## config.mk

```make
export PLATFORM = sky130hd
export DESIGN_NAME = mem_dump
export DESIGN_NICKNAME = d
export VERILOG_FILES = /design/src/rtl/mem_dump.sv
export SDC_FILE = /design/constraint.sdc
export NUM_CORES = 1
export LEC_CHECK = 0
export CAP_MARGIN = 30
export CORE_ASPECT_RATIO = 0.7
export CORE_UTILIZATION = 50
export CTS_CLUSTER_DIAMETER = 50
export DETAILED_ROUTE_END_ITERATION = 10
export PLACE_DENSITY = 0.95
export REMOVE_ABC_BUFFERS = 1
export SLEW_MARGIN = 20
export SYNTH_ARGS = -nofsm -noshare
export SYNTH_HDL_FRONTEND = slang
export SYNTH_SLANG_ARGS = --single-unit
```

## constraint.sdc

```tcl
create_clock -name CLK -period 3 [get_ports CLK]
set_input_delay 0.6 -clock CLK [delete_from_list [all_inputs] [get_ports CLK]]
set_output_delay 0.6 -clock CLK [all_outputs]
set_load 0.005 [all_outputs]
```

## src/rtl/mem_dump.sv

```systemverilog
// Result-readout unit: on a rising halt, sweeps a fixed data-memory window
// through a read-only port and streams each word out over valid/ready.
//
// state | meaning
// IDLE  | waiting for a rising edge of halt
// RD    | read strobe and address presented to data memory
// CAP   | read data captured into the output register
// SEND  | word held on dout until the consumer accepts it
// FIN   | dump complete; done held until halt falls
module mem_dump #(
  parameter int AW    = 8,
  parameter int DW    = 8,
  parameter int BASE  = 16,
  parameter int COUNT = 3
) (
  input  logic          CLK,
  input  logic          Reset,
  input  logic          halt,
  output logic          mem_rd_en,
  output logic [AW-1:0] mem_addr,
  input  logic [DW-1:0] mem_rd_data,
  output logic [DW-1:0] dout,
  output logic          dout_valid,
  input  logic          dout_ready,
  output logic          dout_last,
  output logic          busy,
  output logic          done
);

  localparam logic [2:0] IDLE = 3'd0;
  localparam logic [2:0] RD   = 3'd1;
  localparam logic [2:0] CAP  = 3'd2;
  localparam logic [2:0] SEND = 3'd3;
  localparam logic [2:0] FIN  = 3'd4;

  localparam logic [AW-1:0] BASE_A   = AW'(BASE);
  // index is one bit wider than the address so a full 2^AW window is legal
  localparam logic [AW:0]   LAST_IDX = (COUNT == 0) ? '0 : (AW+1)'(COUNT - 1);

  logic [2:0]  state;
  logic        halt_q;
  logic [AW:0] index;

  always_ff @(posedge CLK) begin
    if (Reset) begin
      state      <= IDLE;
      halt_q     <= 1'b0;
      index      <= '0;
      dout       <= '0;
      dout_valid <= 1'b0;
      dout_last  <= 1'b0;
    end else begin
      halt_q <= halt;
      case (state)
        IDLE: begin
          if (halt && !halt_q) begin
            index <= '0;
            state <= (COUNT == 0) ? FIN : RD;
          end
        end
        RD: state <= CAP;
        CAP: begin
          dout       <= mem_rd_data;
          dout_valid <= 1'b1;
          dout_last  <= (index == LAST_IDX);
          state      <= SEND;
        end
        SEND: begin
          if (dout_ready) begin
            dout_valid <= 1'b0;
            dout_last  <= 1'b0;
            if (dout_last) begin
              state <= FIN;
            end else begin
              index <= index + 1'b1;
              state <= RD;
            end
          end
        end
        FIN: begin
          if (!halt) state <= IDLE;
        end
        default: state <= IDLE;
      endcase
    end
  end

  // Address arithmetic is modulo 2^AW so windows may wrap past the top
  assign mem_rd_en = (state == RD);
  assign mem_addr  = BASE_A + index[AW-1:0];
  assign busy      = (state == RD) || (state == CAP) || (state == SEND);
  assign done      = (state == FIN);

endmodule

```

Fig. 1: signal wires on met3
Cells faint in the background.
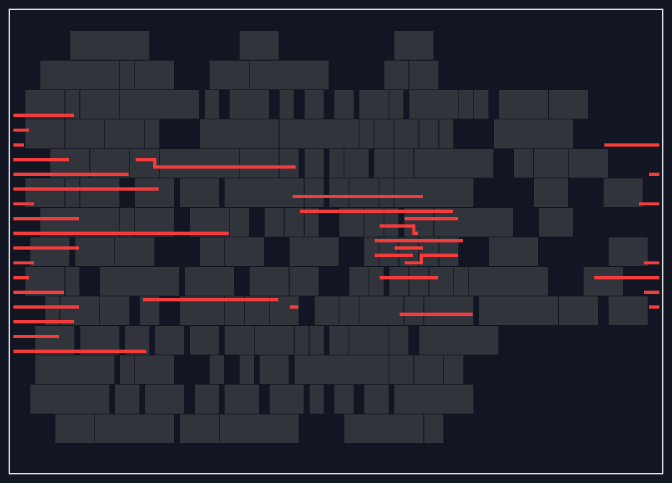
nets with wire on the layer: 33
share of all routed wire: 8.4%
final wirelength: 2.50 mm
vias: 1067

Fig. 2: routing congestion
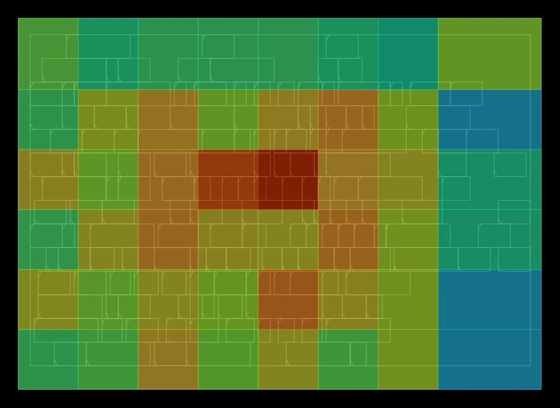
GR Util met1: 29.4%
DR WL/cell: 12.9 µm
routing usage on met3: 7.93%

Fig. 3: M1 wires
Cells faint in the background.
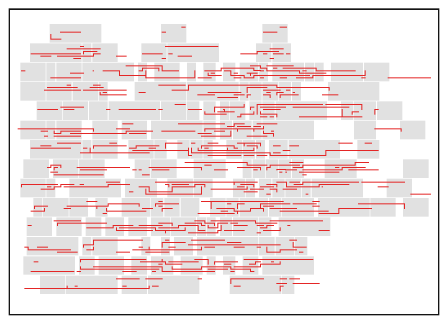
wire length on this layer: 1120 µm
nets with wire on the layer: 152

Fig. 4: signal wires on met2
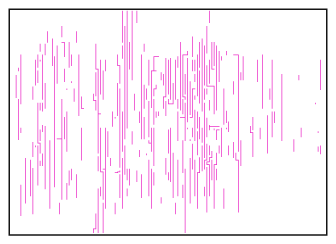
main direction: vertical
nets with wire on the layer: 151
share of all routed wire: 46%
wire length on this layer: 1150 µm
longest straight run: 24.8 µm

==> results.json <==
{
  "muxShareOfSynthArea_pct": 7.72,
  "setup_viol": 0,
  "fin_cells": 194,
  "logic_family": "simple AND/OR/NAND/NOR gates",
  "hold_ws_ps": 492,
  "placed_cells": 190,
  "die-width_um": 60.2,
  "ys_seq_elements": 23,
  "crit_family": "simple AND/OR/NAND/NOR gates",
  "cts_setup_buffers": 0,
  "first_pass_iters": 4,
  "ys_sh_simple_pct": 28.8,
  "synthTopCellsByCount": "23 x dfxtp_1, 16 x nor2_1, 11 x o21ai_0",
  "cts.sinks": 23,
  "max_slew_margin_pct": 64.6,
  "clock-root-buffer": "clkbuf_4",
  "utilization_pct": 69.0,
  "synthDistinctLibCells": 41,
  "antenna_found_initial": 0,
  "crit_chain": "nor2_1 > and2_1 > clkdlybuf4s50_1",
  "synth-compound-area-share_pct": 12.1,
  "grt_overflow": 0,
  "synthFlopType": "dfxtp_1",
  "die_h_um": 42.7,
  "ys_cells": 135,
  "max_slew.worst_pin.slew_ps": 528,
  "crit_type": "register to output port",
  "fin_area_um2": 1510,
  "synthTopCellsByArea": "dfxtp_1 39%, mux2i_1 6.8%, nor2_1 5.1%, o21ai_0 4.7%, ha_1 4.2%",
  "critPathSlowestCell": "clkdlybuf4s50_1",
  "worst_setup_path_end_kind": "output port",
  "async_reset_ff_share_pct": 0,
  "tool_warnings": 27,
  "crit_fanout": 11,
  "path_clk_slew_ps": 120,
  "gp_congestion": 0.911,
  "placed_cell_area_um2": 1490,
  "core_region_area_um2": 2190,
  "syn_area_per_cell_um2": 8.77,
  "adder_share_pct": 4.23,
  "setup_ws_ps": 608,
  "hold_start": "index[8]$_SDFFE_PP0P_",
  "yosys_warnings": 0,
  "status": "completed",
  "fin_setup_tns_ps": 0,
  "grt_pass1_wl_mm": 4.20,
  "yosysMostFrequentCell": "dfxtp_1",
  "yosysChipArea_um2": 1180,
  "leakage_nw": 0.545,
  "ir_drop_mv": 0.291,
  "postCtsResizedCells": 0,
  "timing.critical_path.buf_inv": 1,
  "h-tree-depth": 1,
  "grt_pass1_vias": 958,
  "grt_usage_pct": 21.9,
  "largest_area_cell": "dfxtp_1",
  "fill_cells": 176,
  "total_power_mw": 0.653,
  "clock.latency.late_pin_ps": 310,
  "hold_path.class": "register to register",
  "chip_area_um2": 2570,
  "ys_seq_share_pct": 38.9,
  "worstPathArrival_ps": 1790,
  "cts_tree": "done",
  "lay_top_count": "clkdlybuf4s50_1",
  "drc": 0,
  "grt_start_max_net_pins": 19,
  "drtAntennaViolNets": 0,
  "slowest_delay_ps": 490,
  "cp-startpoint": "state[0]$_SDFFE_PP0P_",
  "syn_area_um2": 1180,
  "hold_buffers": 0,
  "r2r-start": "state[0]$_SDFFE_PP0P_",
  "ios": 33,
  "layout-drive-gt1-share_pct": 5.56,
  "synth_top_area_share_pct": 38.9,
  "final_nets": 179,
  "diodes": 0,
  "p_per_area_nw_per_um2": 432,
  "fmax_mhz": 418,
  "rsz0062_at_grt": "no",
  "fin_skew_ps": 5.38,
  "drv_cap": 0,
  "synthToLayoutAreaGrowth_pct": 27.7,
  "vias_per_cell": 5.50,
  "cts_buffers": 3,
  "port_buffers": 32,
  "drt-initial-drc-count": 19
}
==> worst min-delay path: cells and delay by family (launching register included) <==
family	cells	cell delay, ps
AOI/OAI and AO/OA	1	70
buffers and inverters	1	50
DFF	1	340
==> registers in the layout, summed over array words and instances (netlist names) <==
signal	flops
index	9
dout	8
dout_valid	1
state	3
dout_last	1
halt_q	1
==> cell type report <==
type	instances	area [µm²]	area share [%]
Clock buffer	4	26.3	1.74
Inverter	4	15.0	0.993
Multi-Input combinational cell	98	642	42.5
Sequential cell	23	460	30.5
Tap cell	32	40.0	2.65
Timing Repair Buffer	33	328	21.7
==> power by group <==
group / internal [mW] / switching (mW) / total [mW]
registers: 0.325 / 0.0301 / 0.355
clock network: 0.0520 / 0.0914 / 0.143
logic: 0.0897 / 0.0646 / 0.154
==> metal layers <==
metal	routed length, µm	global-route usage, %	vias up	part of all wire (%)
li1	-	-	526	-
met1	1120	29.4	489	45
met2	1150	33.6	47	46
met4	17	4.65	0	0.68
met5	0	0	-	0
met3	209	7.93	5	8.4
==> cell families after synthesis <==
logic type	after synthesis
and+or+nand+nor	59
AOI/OAI and AO/OA	24
DFF	23
buffers and inverters	14
muxes	9
adders and majority gates	4
xor gates and xnor gates	2
==> worst paths after layout <==
kind                                 to  slack (ps)  cells after the start
setup / recovery                   done         610                      3
hold reg to reg   index[8]$_SDFFE_PP0P_         490                      2
setup reg to reg  index[7]$_SDFFE_PP0P_        1330                      4
hold / removal    index[8]$_SDFFE_PP0P_         490                      2
Power figures rest on the tool's default switching activity, not on a simulated workload.
